**src/rtl/pong_pkg.sv**
```systemverilog
// Shared types and playfield geometry for the Pong datapath.
//   state_t     : ball engine FSM states
//   dir_t       : one-bit direction, DirLeft/DirRight on x and DirUp/DirDown on y
//   pad_overlap : vertical overlap test between the ball and a paddle
package pong_pkg;

  typedef enum logic [1:0] {StServe, StPlay, StScore, StOver} state_t;

  typedef logic dir_t;
  localparam dir_t DirLeft  = 1'b0;
  localparam dir_t DirRight = 1'b1;
  localparam dir_t DirUp    = 1'b0;
  localparam dir_t DirDown  = 1'b1;

  localparam int unsigned SCR_W   = 640;
  localparam int unsigned SCR_H   = 480;
  localparam int unsigned BALL_SZ = 8;
  localparam int unsigned PAD_H   = 100;
  localparam int unsigned PAD_W   = 8;

  // 11-bit compare so pad_y + PAD_H cannot wrap for any 10-bit paddle position.
  function automatic logic pad_overlap(input logic [9:0] ball_y, input logic [9:0] pad_y);
    logic [10:0] by;
    logic [10:0] py;
    by = {1'b0, ball_y};
    py = {1'b0, pad_y};
    return ((by + 11'(BALL_SZ)) > py) && (by < (py + 11'(PAD_H)));
  endfunction

endpackage

```
**src/rtl/pong_tick_gen.sv**
```systemverilog
// Free-running game tick divider with pause.
//   clk, rst_n : clock, synchronous active-low reset
//   pause      : holds the divider and suppresses tick while high
//   tick       : one-clock pulse every 2^TICK_W unpaused clocks
module pong_tick_gen #(
  parameter int unsigned TICK_W = 18
) (
  input  logic clk,
  input  logic rst_n,
  input  logic pause,
  output logic tick
);

  logic [TICK_W-1:0] cnt_q, cnt_d;

  assign tick = !pause && (cnt_q == '1);

  // All-ones wraps to zero on the tick clock by plain overflow.
  always_comb begin
    cnt_d = cnt_q;
    if (!pause) begin
      cnt_d = cnt_q + TICK_W'(1);
    end
  end

  always_ff @(posedge clk) begin
    if (!rst_n) begin
      cnt_q <= '0;
    end else begin
      cnt_q <= cnt_d;
    end
  end

endmodule

```
**src/rtl/pong_ball_engine.sv**
```systemverilog
// Ball physics and scoring engine.
//   clk, rst_n         : clock, synchronous active-low reset
//   l_y_pos, r_y_pos   : paddle top y, sampled on tick clocks only
//   pause              : suppresses game ticks
//   ball_x, ball_y     : ball top-left position
//   score_l, score_r   : player scores, saturating at WIN_SCORE via OVER
//   point_l, point_r   : one-clock pulse, coincident with the SCORE state
//   in_play, game_over : FSM in PLAY / OVER
module pong_ball_engine
  import pong_pkg::*;
#(
  parameter int unsigned TICK_W      = 18,
  parameter int unsigned SERVE_TICKS = 60,
  parameter int unsigned WIN_SCORE   = 9,
  parameter int unsigned LPAD_X      = 20,
  parameter int unsigned RPAD_X      = 612
) (
  input  logic       clk,
  input  logic       rst_n,
  input  logic [9:0] l_y_pos,
  input  logic [9:0] r_y_pos,
  input  logic       pause,
  output logic [9:0] ball_x,
  output logic [9:0] ball_y,
  output logic [3:0] score_l,
  output logic [3:0] score_r,
  output logic       point_l,
  output logic       point_r,
  output logic       in_play,
  output logic       game_over
);

  localparam int unsigned CntW = (SERVE_TICKS > 1) ? $clog2(SERVE_TICKS) : 1;

  localparam logic [9:0] CenterX = 10'((SCR_W - BALL_SZ) / 2);
  localparam logic [9:0] CenterY = 10'((SCR_H - BALL_SZ) / 2);
  localparam logic [9:0] XMax    = 10'(SCR_W - BALL_SZ);
  localparam logic [9:0] YMax    = 10'(SCR_H - BALL_SZ);
  localparam logic [9:0] LHitX   = 10'(LPAD_X + PAD_W);
  localparam logic [9:0] RHitX   = 10'(RPAD_X - BALL_SZ);
  localparam logic [CntW-1:0] ServeLast = CntW'(SERVE_TICKS - 1);
  localparam logic [3:0] WinScore = 4'(WIN_SCORE);

  logic tick;

  pong_tick_gen #(
    .TICK_W(TICK_W)
  ) u_tick_gen (
    .clk  (clk),
    .rst_n(rst_n),
    .pause(pause),
    .tick (tick)
  );

  state_t          state_q, state_d;
  logic [9:0]      ball_x_q, ball_x_d;
  logic [9:0]      ball_y_q, ball_y_d;
  dir_t            dx_q, dx_d;
  dir_t            dy_q, dy_d;
  logic [3:0]      score_l_q, score_l_d;
  logic [3:0]      score_r_q, score_r_d;
  logic            point_l_q, point_l_d;
  logic            point_r_q, point_r_d;
  logic [CntW-1:0] serve_cnt_q, serve_cnt_d;

  dir_t dx_new, dy_new;
  logic l_scores, r_scores;

  always_comb begin
    state_d     = state_q;
    ball_x_d    = ball_x_q;
    ball_y_d    = ball_y_q;
    dx_d        = dx_q;
    dy_d        = dy_q;
    score_l_d   = score_l_q;
    score_r_d   = score_r_q;
    point_l_d   = 1'b0;
    point_r_d   = 1'b0;
    serve_cnt_d = serve_cnt_q;
    dx_new      = dx_q;
    dy_new      = dy_q;
    l_scores    = 1'b0;
    r_scores    = 1'b0;

    unique case (state_q)
      StServe: begin
        if (tick) begin
          if (serve_cnt_q == ServeLast) begin
            serve_cnt_d = '0;
            state_d     = StPlay;
          end else begin
            serve_cnt_d = serve_cnt_q + CntW'(1);
          end
        end
      end

      StPlay: begin
        if (tick) begin
          if (dy_q == DirUp && ball_y_q == '0) begin
            dy_new = DirDown;
          end else if (dy_q == DirDown && ball_y_q == YMax) begin
            dy_new = DirUp;
          end

          // Paddle face is only tested on the exact contact column, so a ball
          // past the paddle can never be returned from behind.
          if (dx_q == DirLeft) begin
            if (ball_x_q == LHitX && pad_overlap(ball_y_q, l_y_pos)) begin
              dx_new = DirRight;
            end else if (ball_x_q == '0) begin
              r_scores = 1'b1;
            end
          end else begin
            if (ball_x_q == RHitX && pad_overlap(ball_y_q, r_y_pos)) begin
              dx_new = DirLeft;
            end else if (ball_x_q == XMax) begin
              l_scores = 1'b1;
            end
          end

          if (l_scores || r_scores) begin
            ball_x_d = CenterX;
            ball_y_d = CenterY;
            dy_d     = dy_new;
            state_d  = StScore;
            // Serve goes toward the player who conceded.
            if (l_scores) begin
              score_l_d = score_l_q + 4'd1;
              point_l_d = 1'b1;
              dx_d      = DirRight;
            end else begin
              score_r_d = score_r_q + 4'd1;
              point_r_d = 1'b1;
              dx_d      = DirLeft;
            end
          end else begin
            dx_d     = dx_new;
            dy_d     = dy_new;
            ball_x_d = (dx_new == DirRight) ? ball_x_q + 10'd1 : ball_x_q - 10'd1;
            ball_y_d = (dy_new == DirDown)  ? ball_y_q + 10'd1 : ball_y_q - 10'd1;
          end
        end
      end

      StScore: begin
        state_d = (score_l_q == WinScore || score_r_q == WinScore) ? StOver : StServe;
      end

      StOver: begin
      end

      default: state_d = StServe;
    endcase
  end

  always_ff @(posedge clk) begin
    if (!rst_n) begin
      state_q     <= StServe;
      ball_x_q    <= CenterX;
      ball_y_q    <= CenterY;
      dx_q        <= DirRight;
      dy_q        <= DirDown;
      score_l_q   <= '0;
      score_r_q   <= '0;
      point_l_q   <= 1'b0;
      point_r_q   <= 1'b0;
      serve_cnt_q <= '0;
    end else begin
      state_q     <= state_d;
      ball_x_q    <= ball_x_d;
      ball_y_q    <= ball_y_d;
      dx_q        <= dx_d;
      dy_q        <= dy_d;
      score_l_q   <= score_l_d;
      score_r_q   <= score_r_d;
      point_l_q   <= point_l_d;
      point_r_q   <= point_r_d;
      serve_cnt_q <= serve_cnt_d;
    end
  end

  assign ball_x    = ball_x_q;
  assign ball_y    = ball_y_q;
  assign score_l   = score_l_q;
  assign score_r   = score_r_q;
  assign point_l   = point_l_q;
  assign point_r   = point_r_q;
  assign in_play   = (state_q == StPlay);
  assign game_over = (state_q == StOver);

endmodule

```
**config.mk**
```make
export PLATFORM = sky130hd
export DESIGN_NAME = pong_ball_engine
export DESIGN_NICKNAME = d
export VERILOG_FILES = /design/src/rtl/pong_pkg.sv /design/src/rtl/pong_tick_gen.sv /design/src/rtl/pong_ball_engine.sv
export SDC_FILE = /design/constraint.sdc
export NUM_CORES = 1
export LEC_CHECK = 0
export ABC_AREA = 1
export CAP_MARGIN = 20
export CORE_MARGIN = 5
export CORE_UTILIZATION = 52
export DETAILED_ROUTE_END_ITERATION = 6
export PLACE_DENSITY = 0.81
export REMOVE_ABC_BUFFERS = 1
export SYNTH_ARGS = -nofsm -noshare
export SYNTH_HDL_FRONTEND = slang
export SYNTH_SLANG_ARGS = --single-unit
```
**constraint.sdc**
```tcl
create_clock -name clk -period 4.1 [get_ports clk]
set_clock_uncertainty 0.15 [all_clocks]
set_input_delay 0.41 -clock clk [delete_from_list [all_inputs] [get_ports clk]]
set_output_delay 0.41 -clock clk [all_outputs]
set_load 0.02 [all_outputs]
```
==> metrics.cfg, run 1 <==
[run_status]
outcome = complete, no violations

[synthesis]
top_cell_area_share = 0.234
edf_count = 0
ys_types = 44
syn_inst = 713
ys.flops = 58
ys_area_sq_um = 4960
synth_area_sq_um = 4960
syn_avg_cell_area_sq_um = 6.96
top_cells_by_count = 144 x nand2_1, 103 x inv_1, 65 x ha_1

[final_timing]
finalSetupViolCount = 0
max_slew_margin = 0.696
fin_setup_tns_ns = 0

[job]
warnings = 32

[worst_setup_path]
crit_arrival_ns = 3.97
worst_ep_required_time_ns = 4.21
end_kind = register
cp-startpoint = l_y_pos[2]
path_class = input pin to register

[detailed_routing]
wire_per_inst_microns = 14.0
drtAntennaViolNets = 0
drc_errors = 0
num_vias = 5088

[die]
die_h_microns = 108

[final_layout]
drive_gt1_frac = 0.145
antenna_cells = 0
fin_util = 0.675

[pwr]
power_density_nw_per_um2 = 207
clockPowerShare = 0.453
irDropWorstVdd_mv = 0.179

[global_routing]
grt_pass1_vias = 4823
track_usage = 0.225

[cts]
cts_made_buffers = 9
cts_root_buffer = clkbuf_8
ctsHoldBuffers = 0

[worst_hold_path]
min-delay-start = u_tick_gen.cnt_q[12]

run 1: critical path, cell delays in order:
cell and delay, ns:
clkdlybuf4s50_1 0.49, ha_2 0.19, nand2_2 0.08, nand2_2 0.08
nand2_1 0.06, xor2_1 0.15, ha_1 0.31, a21o_1 0.16
nand3_1 0.08, nand3_1 0.07, nor2_1 0.10, nand4_1 0.16
nand2_2 0.15, inv_4 0.06, buf_4 0.15, ha_1 0.29
inv_1 0.07, nor4_2 0.32, nand3_1 0.12, nand3_1 0.13
inv_1 0.05, nand3_1 0.07, nand3_1 0.09, a21oi_1 0.13
run 1: placed cells by master, fill, tap and decap left out, types with 4 or more instances in the layout:
cell type / n
nand2_1: 139
inv_1: 102
nor2_1: 62
ha_1: 59
a21oi_1: 57
dfxtp_1: 55
clkdlybuf4s50_1: 52
nand3_1: 47
buf_4: 34
xor2_1: 26
o21ai_0: 24
nor3_1: 13
o211ai_1: 10
clkbuf_8: 10
nand2_2: 9
nand4_1: 8
nor2_2: 7
xnor2_1: 7
inv_2: 7
nor2_4: 5
o21ai_1: 5
a21o_1: 4
nor3_2: 4
or2_2: 4
or2_0: 4
run 1: power by group through the flow:
stage               Combinational [mW]  Sequential, mW  Clock [mW]
CTS                              0.137           0.567       0.597
detailed placement               0.136           0.579           0
finish                           0.143           0.566       0.587
global placement                 0.129           0.579           0
floorplan                       0.0794           0.579           0
global route                     0.162           0.566       0.619
run 1: cells by family (layout without fill, tap and decap cells):
family | count (synthesis) | after routing | synth area share
fa+ha+maj | 67 | 67 | 0.172
xor+xnor | 33 | 33 | 0.0582
flops | 58 | 58 | 0.234
buf+inv | 117 | 216 | 0.0890
compound gates | 117 | 117 | 0.133
simple gates | 321 | 321 | 0.314
run 1: timing repair:
item	in CTS	in global routing
endpoints found under the setup margin	2	7
pin swaps	0	10
resized	1	36
buffers inserted	0	3
run 1: layout make-up:
class	instances	area (sq um)	share of cell area
multi-input cells	538	3470	0.553
flip-flops and latches	58	1170	0.186
repair buffers	89	828	0.132
inverters	111	422	0.0673
well taps	129	161	0.0258
clock buffers	11	141	0.0226
clock inverters	5	77.6	0.0124
run 1: sequential cells by signal, summed over array words and instances (netlist names):
register	cells
ball_y	10
point_l	1
dy_q	1
score_r	4
u_tick_gen.cnt_q	18
state_q	2
ball_x	10
score_l	4
dx_q	1
point_r	1
serve_cnt_q	6
run 1: per-layer routing:
layer  GRT usage  vias to the layer above  share of wire
met2       0.383                      159           0.50
met3      0.0480                       42          0.058
met5           0                        -              0
li1            -                     2539              -
met4      0.0875                        0          0.028
met1       0.277                     2348           0.42
run 1: worst min-delay path by stage:
stage	to	depth (start not counted)
2_1_floorplan	u_tick_gen.cnt_q[12]	2
3_3_place_gp	u_tick_gen.cnt_q[12]	2
3_5_place_dp	u_tick_gen.cnt_q[12]	2
4_1_cts	u_tick_gen.cnt_q[12]	2
5_1_grt	u_tick_gen.cnt_q[5]	2
6_report	u_tick_gen.cnt_q[12]	2
run 1: stage by stage:
step	total power, mW	setup slack [ns]	instances
floorplan	0.659	0.128	707
global placement	0.708	-0.0952	921
detailed placement	0.716	-0.224	921
CTS	1.30	0.0357	937
global route	1.35	-0.0661	941
finish	1.30	0.244	941
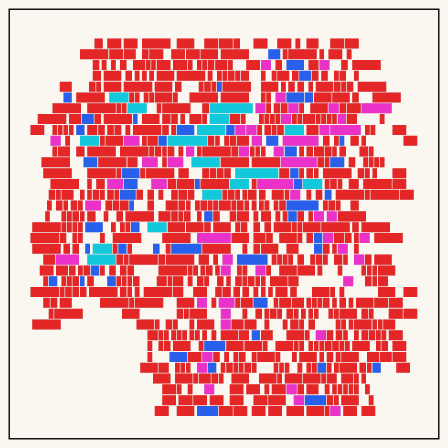
Figure 1: run 1, drive-strength map.
[blue] _2 cells | cells: 51 | share: 6.3%
[red] _0 and _1 cells | cells: 694 | share: 85%
[magenta] _3 and _4 cells | cells: 51 | share: 6.3%
[cyan] _6 and larger | cells: 16 | share: 2.0%
PnR worst setup slack: 0.244 ns
P&R area growth vs syn: 26.2%
final instance area: 6260 sq um

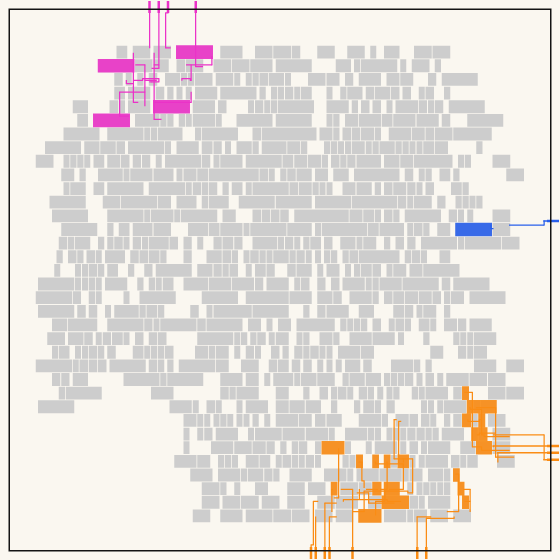
Figure 2: run 1, I/O nets highlighted.
[magenta] score_r | bits: 4 | direction: output | edge: top | end cells: 4 | buffers: 4 | wire: 123 microns
[blue] point_r | bits: 1 | direction: output | edge: right | end cells: 1 | buffers: 1 | wire: 9.60 microns
[orange] l_y_pos | bits: 10 | direction: input | edge: 7 bottom, 3 right | end cells: 22 | buffers: 13 | wire: 306 microns
I/O pins: 55
number of port buffers: 54

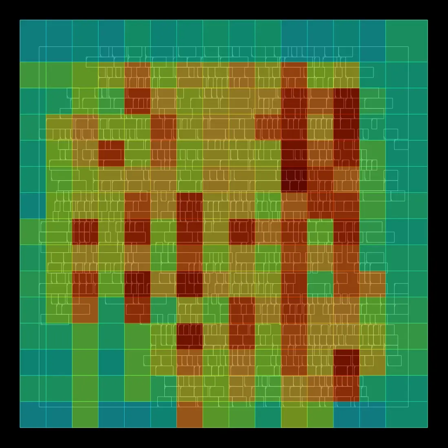
Figure 3: run 1, congestion heat map.
met2 usage: 0.383
met3 usage: 0.0480
grt peak-use layer: met2

Figure 4. Cells colored by class (run 1).
The bar under the picture is 20 microns long.
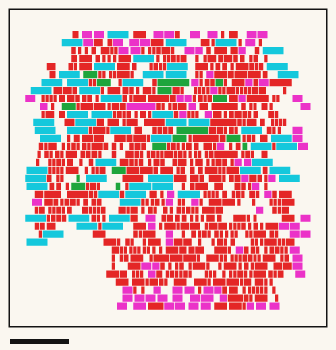

==> run 2: changes to the inputs <==
- CORE_ASPECT_RATIO: not set -> 1.1
- MAX_ROUTING_LAYER: not set -> met4
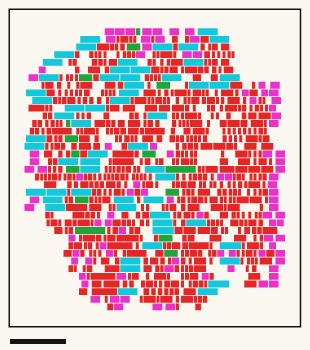
Figure 5: run 2, cells colored by class.
The bar under the picture is 20 microns long.
[magenta] other buffers and delay cells | cells: 92
[red] combinational and other logic | cells: 649
[cyan] flops | cells: 58
[green] clock drivers and dummy loads | cells: 15

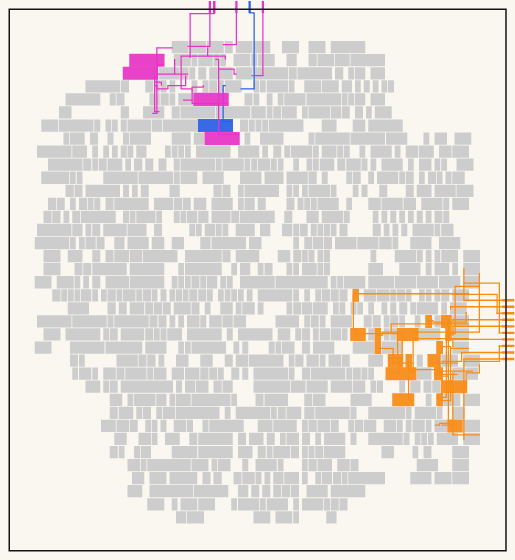
Figure 6: run 2, I/O nets highlighted.
[blue] point_r | bits: 1 | direction: output | edge: top | end cells: 1 | buffers: 1 | wire: 29.6 microns
[magenta] score_r | bits: 4 | direction: output | edge: top | end cells: 4 | buffers: 4 | wire: 163 microns
[orange] l_y_pos | bits: 10 | direction: input | edge: right | end cells: 22 | buffers: 13 | wire: 443 microns

==> run 2 against run 1 <==
  * Cell area shrank 0.22%
  * Sequential cell count is the same
  * Register-to-register slack is essentially flat
  * First-iteration DRC count shrank 25%
  * Die size is essentially flat
  * Power grew 0.36%
  * Sequential power is essentially flat
  * Combinational power is essentially flat
  * Global-route usage grew 1.4 points
  * Area after synthesis is the same
  * Wire length grew 1.1%
  * Clock-buffer cell count shrank 1
  * Highest routed layer unchanged
==> metrics.cfg, run 2 <==
[pwr]
power_density_nw_per_um2 = 208  ; was 207 nW/um^2
irDropWorstVdd_mv = 0.243  ; was 0.179 mV

[synthesis]
mux_area_frac = 0  ; unchanged
synth_area_sq_um = 4960  ; unchanged
top_cells_by_count = 144 x nand2_1, 103 x inv_1, 65 x ha_1  ; unchanged
edf_count = 0  ; unchanged
ys_sh_simple = 0.314  ; unchanged
xor_share = 0.0582  ; unchanged
top_cell_area_share = 0.234  ; unchanged
ys.flops = 58  ; unchanged
ys_types = 44  ; unchanged
yosys.area_share.adder = 0.172  ; unchanged
ys_area_sq_um = 4960  ; unchanged

[worst_setup_path]
worst_ep_required_time_ns = 4.18  ; was 4.21 ns
end_kind = register  ; unchanged

[global_routing]
track_usage = 0.239  ; was 0.225

[die]
pin_count = 55  ; unchanged
die_h_microns = 112  ; was 108 microns

[cts]
postCtsSetupRepairBufs = 0  ; unchanged
cts_root_buffer = clkbuf_8  ; unchanged

[final_timing]
fin_setup_tns_ns = 0  ; unchanged
finalSetupViolCount = 0  ; unchanged
max_slew_margin = 0.753  ; was 0.696

[detailed_routing]
drc_errors = 0  ; unchanged
num_vias = 5096  ; was 5088

[run_status]
outcome = complete, no violations  ; unchanged

[final_layout]
area_growth_pct = 25.9  ; was 26.2%
lay_top_count = nand2_1  ; unchanged
max_flop_register = u_tick_gen.cnt_q  ; unchanged

[placement]
numPortBuffers = 54  ; unchanged

[job]
warnings = 32  ; unchanged

-- run 2: cell counts after synthesis --
No cell type changed its count.
-- run 2: critical path: stages --
cell and delay [ns]:
clkdlybuf4s50_1 0.49, ha_2 0.21, nand2_2 0.08, nand2_2 0.08, nand2_1 0.06, xor2_1 0.15
ha_1 0.30, a21o_1 0.16, nand3_1 0.07, nand3_1 0.06, nor2_1 0.10, nand4_1 0.16
nand2_2 0.15, inv_4 0.06, ha_4 0.30, buf_4 0.12, nand2_1 0.06, o21ai_2 0.17
nand2_1 0.07, nand2_1 0.06, nand2_1 0.08, a21oi_2 0.15, o21ai_1 0.10, nand3_1 0.07
nand2_1 0.05, o21ai_0 0.16, nand2_1 0.06
-- run 2: routing by layer --
layer  vias to the layer above  wire length (microns)  GRT usage
met1                      2368                   5330      0.263
li1                       2541                      -          -
met3                        36                    710     0.0392
met4                         0                    386     0.0941
met5                         -                      0          -
met2                       151                   6920      0.423
-- run 2: what timing repair did --
item / CTS / global route
gates resized: 1 / 31
pin swaps: 0 / 8
endpoints found under the setup margin: 2 / 7
-- run 2: path summary, 6_finish.rpt --
| kind | slack [ns] | depth (start not counted) | end |
|---|---|---|---|
| setup / recovery | 0.18 | 27 | ball_x[8] |
| hold / removal | 0.33 | 2 | u_tick_gen.cnt_q[5] |
| setup reg to reg | 0.31 | 26 | ball_x[8] |
| hold reg to reg | 0.33 | 2 | u_tick_gen.cnt_q[5] |
-- run 2: layout make-up --
cell class | count | area (sq um)
timing repair buffer | 92 | 826
inverter | 111 | 422
fill | 771 | 3100
sequential | 58 | 1160
clock inverter | 5 | 78.8
clock buffer | 10 | 138
multi-input combinational | 538 | 3470
tap | 117 | 146
-- run 2: power by group --
part	internal (mW)	total, mW	switching (mW)	leakage [nW]
Clock	0.354	0.593	0.239	0.112
Sequential	0.565	0.567	0.00161	0.468
Combinational	0.0669	0.142	0.0747	2.39
Total	0.986	1.30	0.315	2.97
-- run 2: kinds of logic (layout without fill, tap and decap cells) --
| family | count (synthesis) | in the layout |
|---|---|---|
| flip-flops | 58 | 58 |
| XOR/XNOR | 33 | 33 |
| adder cells (fa/ha/maj) | 67 | 67 |
| AND-OR/OR-AND | 117 | 117 |
| AND/OR/NAND/NOR | 321 | 321 |
| buffers and inverters | 117 | 218 |
-- run 2: metrics by stage --
stage                     instance area (sq um)  cells
after CTS                                  6130    931
after global placement                     5910    916
after floorplan                            4940    707
after detailed placement                   5910    916
final                                      6250    931
after global routing                       6250    931
Power and IR drop assume default switching activity.
